**src/rtl/rv_decode_pkg.sv**
```systemverilog
// Shared decode types for the pipelined RV32I/RV64I core: opcodes, control bundle
// layout, field encodings and the decode-stage FSM states.
package rv_decode_pkg;

  localparam logic [6:0] OP_LOAD    = 7'b0000011;
  localparam logic [6:0] OP_IMM     = 7'b0010011;
  localparam logic [6:0] OP_AUIPC   = 7'b0010111;
  localparam logic [6:0] OP_IMM_32  = 7'b0011011;
  localparam logic [6:0] OP_STORE   = 7'b0100011;
  localparam logic [6:0] OP_RTYPE   = 7'b0110011;
  localparam logic [6:0] OP_LUI     = 7'b0110111;
  localparam logic [6:0] OP_32      = 7'b0111011;
  localparam logic [6:0] OP_BRANCH  = 7'b1100011;
  localparam logic [6:0] OP_JALR    = 7'b1100111;
  localparam logic [6:0] OP_JAL     = 7'b1101111;
  localparam logic [6:0] OP_SYSTEM  = 7'b1110011;

  typedef enum logic [1:0] {
    RES_ALU = 2'b00, RES_MEM = 2'b01, RES_PC4 = 2'b10, RES_IMM = 2'b11
  } result_src_e;

  typedef enum logic [2:0] {
    IMM_I = 3'b000, IMM_S = 3'b001, IMM_B = 3'b010, IMM_J = 3'b011, IMM_U = 3'b100
  } imm_src_e;

  typedef enum logic [1:0] {
    MEM_B = 2'b00, MEM_H = 2'b01, MEM_W = 2'b10, MEM_D = 2'b11
  } mem_size_e;

  typedef enum logic [1:0] {
    HC_NONE = 2'b00, HC_SYSTEM = 2'b01, HC_ILLEGAL = 2'b10
  } halt_cause_e;

  typedef enum logic [1:0] {
    S_RUN = 2'b00, S_DRAIN = 2'b01, S_HALTED = 2'b10
  } state_e;

  typedef struct packed {
    logic        branch;
    logic        jump;
    logic        alu_src;
    logic        reg_write_en;
    logic        mem_write_en;
    logic        mem_read_en;
    result_src_e result_src;
    imm_src_e    imm_src;
    mem_size_e   mem_size;
    logic        mem_unsigned;
    logic        word_op;
  } ctrl_t;

  localparam ctrl_t CTRL_NOP = '{
    branch: 1'b0, jump: 1'b0, alu_src: 1'b0, reg_write_en: 1'b0,
    mem_write_en: 1'b0, mem_read_en: 1'b0, result_src: RES_ALU,
    imm_src: IMM_I, mem_size: MEM_D, mem_unsigned: 1'b0, word_op: 1'b0
  };

endpackage

```
**src/rtl/rv_decode_comb.sv**
```systemverilog
// Purely combinational instruction decoder: control bundle, illegal flag and
// SYSTEM detection. Illegal encodings always produce the NOP bundle.
module rv_decode_comb
  import rv_decode_pkg::*;
#(
  parameter int XLEN = 64
) (
  input  logic [31:0] instr,
  output ctrl_t       ctrl,
  output logic        illegal,
  output logic        is_system
);

  localparam bit RV64 = (XLEN == 64);

  logic [6:0] opcode;
  logic [2:0] funct3;
  ctrl_t      dec;
  logic       bad;

  assign opcode = instr[6:0];
  assign funct3 = instr[14:12];

  always_comb begin
    dec = CTRL_NOP;
    bad = 1'b0;
    case (opcode)
      OP_LOAD: begin
        dec.alu_src      = 1'b1;
        dec.reg_write_en = 1'b1;
        dec.mem_read_en  = 1'b1;
        dec.result_src   = RES_MEM;
        dec.mem_size     = mem_size_e'(funct3[1:0]);
        dec.mem_unsigned = funct3[2];
        bad = (funct3 == 3'b111) || (!RV64 && (funct3 == 3'b011 || funct3 == 3'b110));
      end
      OP_STORE: begin
        dec.alu_src      = 1'b1;
        dec.mem_write_en = 1'b1;
        dec.imm_src      = IMM_S;
        dec.mem_size     = mem_size_e'(funct3[1:0]);
        bad = funct3[2] || (!RV64 && funct3 == 3'b011);
      end
      OP_IMM: begin
        dec.alu_src      = 1'b1;
        dec.reg_write_en = 1'b1;
      end
      OP_IMM_32: begin
        dec.alu_src      = 1'b1;
        dec.reg_write_en = 1'b1;
        dec.word_op      = 1'b1;
        bad = !RV64;
      end
      OP_RTYPE: dec.reg_write_en = 1'b1;
      OP_32: begin
        dec.reg_write_en = 1'b1;
        dec.word_op      = 1'b1;
        bad = !RV64;
      end
      OP_BRANCH: begin
        dec.branch  = 1'b1;
        dec.imm_src = IMM_B;
        bad = (funct3[2:1] == 2'b01);
      end
      OP_JAL: begin
        dec.jump         = 1'b1;
        dec.reg_write_en = 1'b1;
        dec.result_src   = RES_PC4;
        dec.imm_src      = IMM_J;
      end
      OP_JALR: begin
        dec.jump         = 1'b1;
        dec.alu_src      = 1'b1;
        dec.reg_write_en = 1'b1;
        dec.result_src   = RES_PC4;
        bad = (funct3 != 3'b000);
      end
      OP_LUI: begin
        dec.reg_write_en = 1'b1;
        dec.result_src   = RES_IMM;
        dec.imm_src      = IMM_U;
      end
      OP_AUIPC: begin
        dec.alu_src      = 1'b1;
        dec.reg_write_en = 1'b1;
        dec.imm_src      = IMM_U;
      end
      OP_SYSTEM: dec = CTRL_NOP;
      default:   bad = 1'b1;
    endcase
    if (instr[1:0] != 2'b11) bad = 1'b1;
  end

  assign illegal   = bad;
  assign ctrl      = bad ? CTRL_NOP : dec;
  assign is_system = !bad && (opcode == OP_SYSTEM);

endmodule

```
**src/rtl/decode_stage.sv**
```systemverilog
// Registered decode stage with a 2-entry skid buffer, flush support and a sticky
// halt FSM that stops intake after ECALL/EBREAK or an illegal instruction.
module decode_stage
  import rv_decode_pkg::*;
#(
  parameter int XLEN            = 64,
  parameter bit HALT_ON_ILLEGAL = 1'b1
) (
  input  logic            clk,
  input  logic            rst,
  input  logic            in_valid,
  output logic            in_ready,
  input  logic [31:0]     in_instr,
  input  logic [XLEN-1:0] in_pc,
  input  logic            flush,
  output logic            out_valid,
  input  logic            out_ready,
  output logic [XLEN-1:0] out_pc,
  output logic [31:0]     out_instr,
  output ctrl_t           out_ctrl,
  output logic            out_illegal,
  output logic            halted,
  output logic [1:0]      halt_cause
);

  typedef struct packed {
    logic [XLEN-1:0] pc;
    logic [31:0]     instr;
    ctrl_t           ctrl;
    logic            illegal;
  } entry_t;

  ctrl_t       dec_ctrl;
  logic        dec_illegal, dec_is_system;
  entry_t      in_entry, main_d, main_q, skid_d, skid_q;
  logic        main_valid_d, main_valid_q, skid_valid_d, skid_valid_q;
  logic        in_ready_d, in_ready_q;
  state_e      state_d, state_q;
  halt_cause_e halt_cause_d, halt_cause_q;
  logic        accept, xfer, halting;

  rv_decode_comb #(.XLEN(XLEN)) u_comb (
    .instr     (in_instr),
    .ctrl      (dec_ctrl),
    .illegal   (dec_illegal),
    .is_system (dec_is_system)
  );

  assign in_entry = '{pc: in_pc, instr: in_instr, ctrl: dec_ctrl, illegal: dec_illegal};
  assign accept   = in_valid & in_ready_q;
  assign xfer     = main_valid_q & out_ready;
  assign halting  = dec_is_system | (dec_illegal & HALT_ON_ILLEGAL);

  // in_ready is only high in RUN with an empty skid entry, so an accept never lands on a full skid.
  always_comb begin
    main_d       = main_q;
    skid_d       = skid_q;
    main_valid_d = main_valid_q;
    skid_valid_d = skid_valid_q;
    if (flush && state_q != S_HALTED) begin
      main_valid_d = 1'b0;
      skid_valid_d = 1'b0;
    end else if (!main_valid_q || xfer) begin
      if (skid_valid_q) begin
        main_d       = skid_q;
        main_valid_d = 1'b1;
        skid_valid_d = 1'b0;
      end else begin
        if (accept) main_d = in_entry;
        main_valid_d = accept;
      end
    end else if (accept) begin
      skid_d       = in_entry;
      skid_valid_d = 1'b1;
    end
  end

  always_comb begin
    state_d      = state_q;
    halt_cause_d = halt_cause_q;
    case (state_q)
      S_RUN: begin
        if (!flush && accept && halting) begin
          state_d      = S_DRAIN;
          halt_cause_d = dec_is_system ? HC_SYSTEM : HC_ILLEGAL;
        end
      end
      S_DRAIN: begin
        if (flush) begin
          state_d      = S_RUN;
          halt_cause_d = HC_NONE;
        end else if (!main_valid_d && !skid_valid_d) begin
          state_d = S_HALTED;
        end
      end
      default: state_d = state_q;
    endcase
    in_ready_d = (state_d == S_RUN) && !skid_valid_d;
  end

  always_ff @(posedge clk or posedge rst) begin
    if (rst) begin
      main_q       <= '0;
      skid_q       <= '0;
      main_valid_q <= 1'b0;
      skid_valid_q <= 1'b0;
      in_ready_q   <= 1'b0;
      state_q      <= S_RUN;
      halt_cause_q <= HC_NONE;
    end else begin
      main_q       <= main_d;
      skid_q       <= skid_d;
      main_valid_q <= main_valid_d;
      skid_valid_q <= skid_valid_d;
      in_ready_q   <= in_ready_d;
      state_q      <= state_d;
      halt_cause_q <= halt_cause_d;
    end
  end

  assign in_ready    = in_ready_q;
  assign out_valid   = main_valid_q;
  assign out_pc      = main_q.pc;
  assign out_instr   = main_q.instr;
  assign out_ctrl    = main_q.ctrl;
  assign out_illegal = main_q.illegal;
  assign halted      = (state_q == S_HALTED);
  assign halt_cause  = halt_cause_q;

endmodule
```
**config.mk**
```make
export PLATFORM = sky130hd
export DESIGN_NAME = decode_stage
export DESIGN_NICKNAME = d
export VERILOG_FILES = /design/src/rtl/rv_decode_pkg.sv /design/src/rtl/rv_decode_comb.sv /design/src/rtl/decode_stage.sv
export SDC_FILE = /design/constraint.sdc
export NUM_CORES = 1
export LEC_CHECK = 0
export CAP_MARGIN = 20
export CORE_MARGIN = 2
export CORE_UTILIZATION = 30
export CTS_BUF_LIST = sky130_fd_sc_hd__clkbuf_8
export CTS_CLUSTER_SIZE = 40
export DETAILED_ROUTE_END_ITERATION = 10
export GPL_TIMING_DRIVEN = 0
export PLACE_DENSITY_LB_ADDON = 0.3
export SLEW_MARGIN = 40
export SYNTH_ARGS = -nofsm -noshare
export SYNTH_HDL_FRONTEND = slang
export SYNTH_HIERARCHICAL = 1
export SYNTH_SLANG_ARGS = --single-unit
export TNS_END_PERCENT = 10
```
**constraint.sdc**
```tcl
create_clock -name clk -period 7.3 [get_ports clk]
set_input_delay 1.46 -clock clk [delete_from_list [all_inputs] [get_ports clk]]
set_output_delay 1.46 -clock clk [all_outputs]
set_load 0.05 [all_outputs]
```
Figure 1. Cell area per tile.
Drawn at 2 px/µm. The die is cut into 19 by 19 equal tiles; dark blue is low, red is high, 0 to 100% covered.
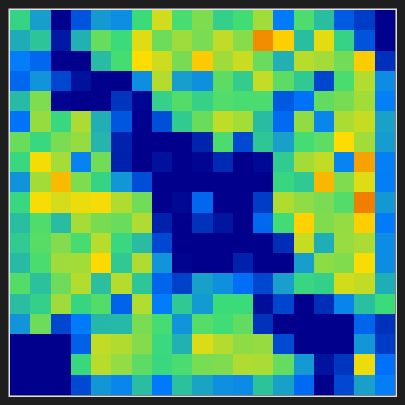
fullest tile = 86%
mean over tiles = 38%
tiles over 75% full = 3.0%
emptiest ninth of the die = center
floorplan core density: 30.3%
utilization after layout: 41.2%
core region area: 35300 µm²

Figure 2. M1 wires.
Drawn at 2 px/µm. Supply wires on this layer in gray. Cells faint in the background.
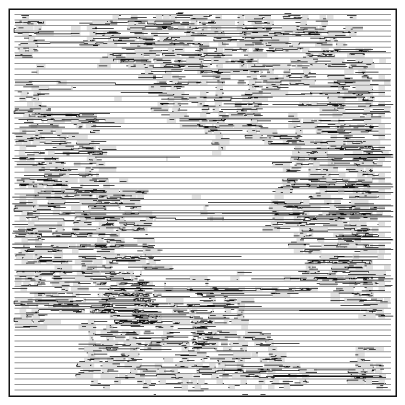
nets with wire on the layer = 972
main direction = horizontal
longest straight run = 120 µm
share of all routed wire = 45%
wire length on this layer = 11400 µm
via total after detailed routing: 6694
GR met1 Demand/Resource: 18.0%
routed wire length: 25.6 mm

## flip-flops by register name (all words and copies together), names as in the netlist
| register | cells |
|---|---|
| skid_q | 112 |
| out_illegal | 1 |
| skid_valid_q | 1 |
| out_valid | 1 |
| in_ready | 1 |
| halt_cause | 2 |
| state_q | 2 |
| out_ctrl | 15 |
| out_instr | 32 |
| out_pc | 64 |
## metal layers
layer	global-route usage, %	up-vias	part of all wire (%)
li1	-	3094	-
met1	18.0	3379	45
met2	21.1	172	45
met3	5.00	49	7.9
met4	5.08	0	2.5
met5	0	-	0
## worst max path at each step
stage	start	to	slack, ps	cells after the start
finish	in_instr[1]	halt_cause[1]	3750	8
global placement	rst	skid_q[111]	690	2
CTS	state_q[0]	halted	3700	3
floorplan	rst	halt_cause[0]	2820	1
global route	in_instr[1]	halt_cause[1]	3610	8
detailed placement	in_instr[1]	halt_cause[1]	3150	8
## cell type report
type | instances | area [µm²]
buffer | 46 | 354
clock buffer | 54 | 743
clock inverter | 21 | 90.1
fill | 3337 | 20800
inverter | 5 | 22.5
multi-input combinational | 419 | 4530
sequential | 231 | 5780
tap | 461 | 577
timing repair buffer | 227 | 2430
## synthesized netlist by cell type, drive strengths merged, types with 2 or more instances
cell / count
a211oi: 3
a21oi: 4
a22oi: 2
and2: 2
and3: 4
buf: 31
clkbuf: 15
dfrtp: 231
inv: 5
mux2: 336
nand2: 9
nand2b: 4
nand3: 4
nand4b: 2
nand4bb: 2
nor2: 5
nor2b: 2
nor3: 6
nor4: 5
o211ai: 3
o21ai: 6
or3: 3
or4: 2
## stage by stage
stage / cells / setup WS (ps) / hold WS, ps / power (mW)
2_1_floorplan: 701 / 2820 / 452 / 3.90
3_3_place_gp: 1378 / 695 / 461 / 4.75
3_5_place_dp: 1389 / 3150 / 469 / 4.81
4_1_cts: 1464 / 3700 / 482 / 6.08
5_1_grt: 1464 / 3610 / 492 / 6.31
6_report: 1464 / 3750 / 478 / 5.98
## kinds of logic after synthesis
kind of cell | after synthesis
multiplexers | 337
flip-flops | 231
AND/OR/NAND/NOR | 54
buffers and inverters | 51
AND-OR/OR-AND | 27
XOR/XNOR | 1
## report_power, final
| part | switching [mW] | internal [mW] |
|---|---|---|
| clock | 0.555 | 0.661 |
| combinational | 1.53 | 1.11 |
| sequential | 0.277 | 1.85 |
==> out/qor.json <==
{
  "worst_pin_slew": {"value": 776, "unit": "ps"},
  "irDropWorstVdd": {"value": 0.243, "unit": "mV"},
  "core.rowCount": {"value": 69},
  "worst_hold_path.endpoint": {"value": "skid_q[1]"},
  "reg2reg_depth": {"value": 5},
  "synth-area-yosys": {"value": 10700, "unit": "µm²"},
  "final-max-slew-violation-count": {"value": 0},
  "yosys.area_share.xor_xnor": {"value": 0.0820, "unit": "%"},
  "cts_repair_resize_count": {"value": 0},
  "worst_ep_arrival": {"value": 4050, "unit": "ps"},
  "clk_root_buffer_cell": {"value": "clkbuf_8"},
  "clock_tree.buffer_depth": {"value": 3},
  "ys_seq_share": {"value": 54.1, "unit": "%"},
  "synth-simple-area-share": {"value": 3.31, "unit": "%"},
  "latest_clock_arrival_within_the_worst_skew_pair": {"value": 570, "unit": "ps"},
  "cp-end-kind": {"value": "register"},
  "layout_top_cell_excl_fill_tap": {"value": "dfrtp_1"},
  "floorplan.nets": {"value": 802},
  "synthTopLogicFamily": {"value": "multiplexers"},
  "finalCritPeriodShare": {"value": 48.7, "unit": "%"},
  "die-width": {"value": 193, "unit": "µm"},
  "yosys.area_share.aoi": {"value": 2.07, "unit": "%"},
  "floorplan.io_pins": {"value": 218},
  "min_delay_src": {"value": "skid_q[1]"},
  "clkSinkCount": {"value": 231},
  "synthToLayoutAreaGrowth": {"value": 36.0, "unit": "%"},
  "post-synth-top-area-cell": {"value": "dfrtp_1"},
  "yosysWarningCount": {"value": 6},
  "grt_max_degree": {"value": 25},
  "warning_count": {"value": 26},
  "finalHoldViolCount": {"value": 0},
  "r2r-end": {"value": "out_instr[29]"},
  "first_global_vias": {"value": 7073},
  "path_class": {"value": "input pin to register"},
  "place.port_buffers": {"value": 216},
  "detailed_place.area": {"value": 13700, "unit": "µm²"},
  "drc_errors": {"value": 0},
  "adder_cell_share_of_the_synthesized_area": {"value": 0, "unit": "%"},
  "synth-cells-yosys": {"value": 701},
  "gp_congestion": {"value": 0.797},
  "synthCells": {"value": 701},
  "async_reset_ff_share": {"value": 100, "unit": "%"},
  "synth.cell_area": {"value": 10700, "unit": "µm²"},
  "via_per_inst": {"value": 4.57},
  "final-setup-viol-count": {"value": 0},
  "number_of_antenna_violating_nets_in_the_routed_design": {"value": 0},
  "layout.cell_area.non_filler": {"value": 14500, "unit": "µm²"},
  "grt_first_pass_wirelength": {"value": 39.9, "unit": "mm"},
  "dp_hpwl": {"value": 18.0, "unit": "mm"},
  "tritoncts": {"value": "built"},
  "timing.clock.skew": {"value": 14.4, "unit": "ps"},
  "mux_area_share": {"value": 36.9, "unit": "%"},
  "crit_path_max_fanout": {"value": 7},
  "final_period_minus_worst_setup_slack": {"value": 3550, "unit": "ps"},
  "post_cts_hold_buffer_count": {"value": 0},
  "max-cap-violations": {"value": 0},
  "dr.pass1.iters": {"value": 4},
  "global_route.usage.total": {"value": 13.8, "unit": "%"},
  "timing.rr.start": {"value": "skid_valid_q"},
  "number_of_antenna_violations_at_the_first_check_in_global_routing": {"value": 0},
  "timing.hold.worst_path_depth": {"value": 1},
  "power_density": {"value": 412, "unit": "nW/µm²"},
  "yosysTopAreaCellShare": {"value": 54.1, "unit": "%"},
  "fin_nets": {"value": 1074},
  "outcome": {"value": "completed"},
  "drt-wirelength-per-cell": {"value": 17.5, "unit": "µm"},
  "crit_path_max_incr_delay": {"value": 710, "unit": "ps"},
  "num_antenna_cells": {"value": 0},
  "leak": {"value": 6.25, "unit": "nW"},
  "numCtsBuffers": {"value": 43},
  "aggregate_global_routing_overflow": {"value": 0},
  "fmaxAchievable": {"value": 0.281, "unit": "GHz"},
  "r2r_slack": {"value": 5130, "unit": "ps"},
  "synth.ff_latch_count": {"value": 231},
  "die_h": {"value": 193, "unit": "µm"},
  "final.setup.tns": {"value": 0, "unit": "ps"},
  "layout_top_cells": {"value": "231 x dfrtp_1, 216 x mux2_2, 216 x clkdlybuf4s50_1"},
  "timing.critical_path.slowest_stage_cell": {"value": "clkdlybuf4s50_1"},
  "cts_htree_levels": {"value": 2},
  "synth-edff-count": {"value": 0},
  "synth_top_flop_cell": {"value": "dfrtp_1"},
  "path_delay_family": {"value": "simple AND/OR/NAND/NOR gates"},
  "drtIter0Drc": {"value": 179},
  "cell_variety_after_synth": {"value": 49},
  "chip_footprint": {"value": 37100, "unit": "µm²"},
  "crit_chain": {"value": "clkdlybuf4s50_1 > nand4bb_4 > or3_1 > o21ai_2 > or3_1 > o211ai_1 > or4_1 > o211ai_1"},
  "maxSlewHeadroom": {"value": 48.2, "unit": "%"},
  "post_synth.cell_area_avg": {"value": 15.2, "unit": "µm²"},
  "worstPathRequired": {"value": 7790, "unit": "ps"},
  "ys_top_cells_by_area": {"value": "dfrtp_1 54%, mux2_2 23%, mux2_1 8.4%, mux2_4 5.6%, buf_6 1.5%"},
  "worst_setup_start_kind": {"value": "input pin"},
  "worst_setup_hold_path_clk_slew": {"value": 50, "unit": "ps"},
  "post_route_cells_drive_above_1_share": {"value": 36.7, "unit": "%"},
  "holdCritPathClass": {"value": "register to register"},
  "cts_setup_buffers": {"value": 0},
  "rsz0062_at_grt": {"value": "no"},
  "worst-path-buf-inv": {"value": 1}
}
Power and IR drop assume default switching activity.
